run_1/sizes.png
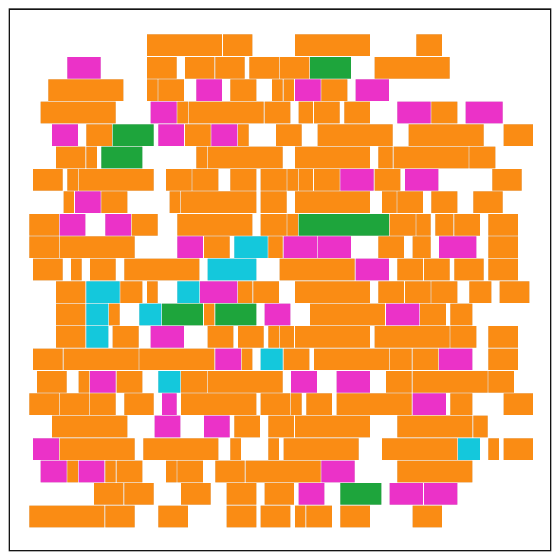
run_1/placement_by_type.png
Scale bar: 20 um. Fill, decap, tap and diode cells in grey.
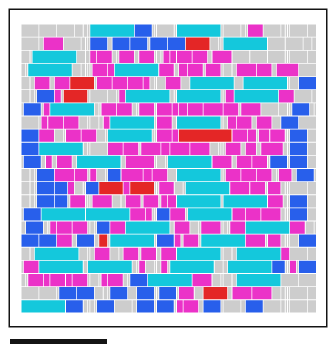
run_1/layer_met2.png
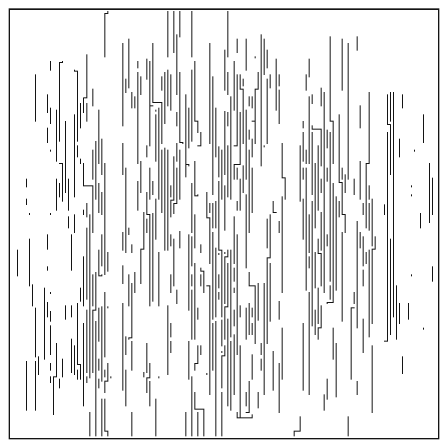
Design ctrl_pipe_flat, sky130hd; sources not shown.
==> notes.md <==
The full implementation flow was run.

The flow ran to the end, and the final reports show no timing, DRC or antenna violations. The timing report shows that the slowest cell on the worst path is sky130_fd_sc_hd__clkdlybuf4s50_1. The total iterations of the first detailed-routing run stands at 4. The setup slack of the worst register-to-register path stands at 1.14 ns. The fraction of synthesis flops using an asynchronous set or reset pin stands at 100%.

Per the synthesis report, the adder-cell share of the synthesized area is 0%. The global-route wire length before repair stands at between 8 and 9 mm. The per-instance average area after synthesis stands at 11.2 um2. The number of different library cells used by synthesis comes to 23. The number of global-route vias before repair stands at around 1.6k. Nets still carrying antenna violations after routing amount to 0. For this run, the chip area from Yosys synthesis comes to 2150 um2.

Yosys reports that the most numerous cell types are 39 x sky130_fd_sc_hd__dfrtp_1, 25 x sky130_fd_sc_hd__nand2_1, 23 x sky130_fd_sc_hd__a32oi_1, 20 x sky130_fd_sc_hd__o21ai_2. Once the clock tree was built, the resizer swapped 0 gates to a different size. The antenna diode instance count stands at 0. The power consumption stands at 1630 uW. TritonCTS built the clock tree.

After routing, the total negative slack on setup checks comes to 0 ns. As logged by OpenROAD, the buffers inserted on ports number 44. The number of buffers between clock root and the deepest sink stands at 2. The top fanout value on the critical path stands at 5. The multi-input combinational cells in the finished layout cover a total of around 1100 um2. The count of sequential standard cells stands at 39. The vertical die dimension stands at about 65 um. The count of nets after finishing stands at 262.

The standard cell area after detailed placement stands at 2620 um2. The flow inserted 48 tap cells. Looking at the post-CTS report, the setup buffer insertion count equals 0.

The warning tally printed by Yosys for this design is 0. The count of endpoints failing setup in the final report stands at 0. The leakage component of the power was reported as 0.00110 uW. The cell-mix breakdown from Yosys lists the XOR/XNOR area share as approximately 12%. The layout clock buffer count stands at 6. The class occupying the most area after layout is reported as combinational gates. The count of tool warnings stands at 26. The placer's final routability congestion estimate stands at roughly 0.85. Recorded from the global router log, the overflow total was 0.

For this run the top cell type by instance count after synthesis was sky130_fd_sc_hd__dfrtp_1. The initial antenna violation count came to 0. The number of flip-flops under the largest register name stands at 19. The synthesized design contains 39 register bits. From left edge to right edge, the die measures 65.5 um. Looking at area per cell type in the netlist, the leader is sky130_fd_sc_hd__dfrtp_1. In the setup report, the worst path falls into the class flop to primary output. Based on the critical path, the design can be clocked at up to 0.348 GHz. Max-cap violations in this run came to 0. The number of cells after detailed placement stands at 276. The final period utilization stands at 94.6%.

Subtracting the final worst setup slack from the clock period gives 2.88 ns. Multi-input logic gates represent a cell area share of 39.7%. The longest individual stage delay on the worst path stands at 0.57 ns.

The pin closest to its max-slew limit shows a slew of 0.591 ns. The total number of H-tree levels stands at 2. Global routing consumed, over all layers together, 25.3% of the routing resources. The number of synthesized flops with an enable pin stands at 0. The finished layout holds ~280 standard cells, fillers aside. The number of cells reported by Yosys stat comes to 192. The CTS report gives the tree buffer count as 5. The count of standard-cell rows stands at 22. The remaining routing DRC violations stands at 0. The tree is rooted in a sky130_fd_sc_hd__clkbuf_8. Multiplexer cells account for 8.36% of the synthesized area. The worst-case IR drop observed on VDD is between 300 and 400 uV.

The layout summary lists the proportion of cells stronger than drive strength 1 as around a quarter. Before placement the cells fill 58.9% of the core. The number of nets at floorplan stands at between 200 and 250.

The first routing iteration left 94 violations. Entering global routing, the biggest net connects 40 pins. The total standard cell area after synthesis stands at 2150 um2. Walking the worst path, the cells encountered are or4_1, o21ai_1, nor4_1, nor4_2, clkdlybuf4s50_1. The multi-input combinational cell count stands at ~140. Post-synth the commonest register cell is sky130_fd_sc_hd__dfrtp_1. Counting the inverters off the clock network in the layout gives 1. After synthesis, flip-flops and latches occupy 45.3% of the total area. TritonRoute output was used to compute an average wire per cell of 16.8 um. OpenSTA, run right after detailed placement, puts the worst setup slack at 0.488 ns.

The HPWL after detailed placement is around 3.4 mm. Per the detail_route report, vias per standard cell equal 5.98. The quantity of hold-fixing buffers added after cts stands at 0. The synthesized design devotes to its leading area cell type 45.3% of total area. STA classifies the critical path endpoint as a primary output. For the worst-skew pair, the clock arrives at the later sink with an insertion delay of 0.30 ns. Sorting the synthesized cells by area gives the leading types as sky130_fd_sc_hd__dfrtp_1 45%, sky130_fd_sc_hd__a32oi_1 9.3%, sky130_fd_sc_hd__mux2_2 8.4%, sky130_fd_sc_hd__o21ai_2 8.1%, sky130_fd_sc_hd__xnor2_1 6.5%. The synthesized netlist devotes roughly a tenth of its cell area to simple gates.

The power density over cell area stands at between 500 and 600 nW/um2. The clock transition at the registers of the reported paths stands at 0.07 ns. Among the non-sequential cells, AND-OR/OR-AND gates take the most area. The synthesized netlist devotes 20.3% of its cell area to compound gates. The worst-case reg-to-reg path depth stands at 5. Setup repair after global routing left no endpoint under its margin.

The sequential cell area stands at 976 um2. The proportion of cell area spent on the clock network stands at 4.29%. The layout has 258 filler cells.

According to the hold report, the worst path is of the input port to async pin type. After floorplanning, the die was sized to cover roughly 4300 um2. Of all the cell area in the finished design, non-clock buffers hold 18.0%. The relative slew slack stands at 60.5%. STA classifies the critical path startpoint as a flop. The data arrival at the endpoint of the critical path stands at 2.47 ns. The max-slew violation count stands at 0. On the final layout, the worst hold slack is 0.332 ns. The clock sink count stands at 39. The final count of hold timing violations stands at 0.

Data on the critical path is required at its endpoint by 2.64 ns. Per the post-synthesis report, the number of cells in the design is 192. The I/O pin count stands at 45.
About sizes.png:
legend:
  magenta:
    size: _2 cells
    cells: 40
    share: 17%
  green:
    size: _6 and larger
    cells: 7
    share: 3.0%
  cyan:
    size: _3 and _4 cells
    cells: 10
    share: 4.2%
  orange:
    size: _0 and _1 cells
    cells: 179
    share: 76%
final design area excluding fillers: 2740 um2
synthesis-to-layout area growth: 27.1%
fin worst setup slack: 0.164 ns
number of buffers other than clock buffers in the final layout: 51

About placement_by_type.png:
legend:
  magenta:
    class: combinational and other logic
    cells: 138
  blue:
    class: remaining buffers and delay cells
    cells: 51
  cyan:
    class: sequential cells
    cells: 39
  red:
    class: clock drivers and dummy loads
    cells: 8
core area: 3660 um2
core utilization of the finished layout: 74.8%
sequential fraction of total cell area: 35.6%

About layer_met2.png:
nets with wire on the layer: 235
main direction: vertical
global-route track usage on met2: 40.2%
vias post-DR: 1,698
total wire length: 4.77 mm

## run 1: logic make-up after synthesis
kind of cell / after synthesis
flops: 39
mux: 16
xor+xnor: 30
buf+inv: 16
compound gates: 51
simple gates: 40
## run 1: report_power, final
group	internal [uW]	switching, uW
Sequential	607	113
Clock	265	179
Combinational	255	209
Total	1130	500
## run 1: routing by layer
metal  global-route usage, %  vias to the layer above  wire (um)
li1                        -                      801          -
met1                    33.8                      834       2040
met2                    40.2                       53       2400
met3                    5.14                       10        228
met4                    10.7                        0        102
met5                       0                        -          0
## run 1: cell usage in the layout (no fill, tap or decap)
master	count
sky130_fd_sc_hd__nor4_2	2
sky130_fd_sc_hd__nor2_4	1
sky130_fd_sc_hd__mux2_2	16
sky130_fd_sc_hd__xnor2_1	16
sky130_fd_sc_hd__buf_4	7
sky130_fd_sc_hd__o21ai_4	1
sky130_fd_sc_hd__dfrtp_1	39
sky130_fd_sc_hd__inv_1	1
sky130_fd_sc_hd__a32oi_1	23
sky130_fd_sc_hd__clkdlybuf4s50_1	44
sky130_fd_sc_hd__a21o_1	1
sky130_fd_sc_hd__clkinv_2	1
sky130_fd_sc_hd__nor2_1	1
sky130_fd_sc_hd__nand2_1	25
sky130_fd_sc_hd__or4_4	1
sky130_fd_sc_hd__o21ai_1	5
sky130_fd_sc_hd__o22ai_2	1
sky130_fd_sc_hd__bufinv_16	1
sky130_fd_sc_hd__nand3_1	4
sky130_fd_sc_hd__o21ai_2	20
sky130_fd_sc_hd__clkbuf_8	6
sky130_fd_sc_hd__or4_1	4
sky130_fd_sc_hd__nor4_1	2
sky130_fd_sc_hd__xor2_1	14
## run 1: critical path: cells and delay by family (launching register included)
kind	cells	cell delay, ns
buffers and inverters	1	0.57
and+or+nand+nor	3	0.95
DFF	1	0.46
AOI/OAI and AO/OA	1	0.20
Power is estimated from default activity; no workload was simulated.
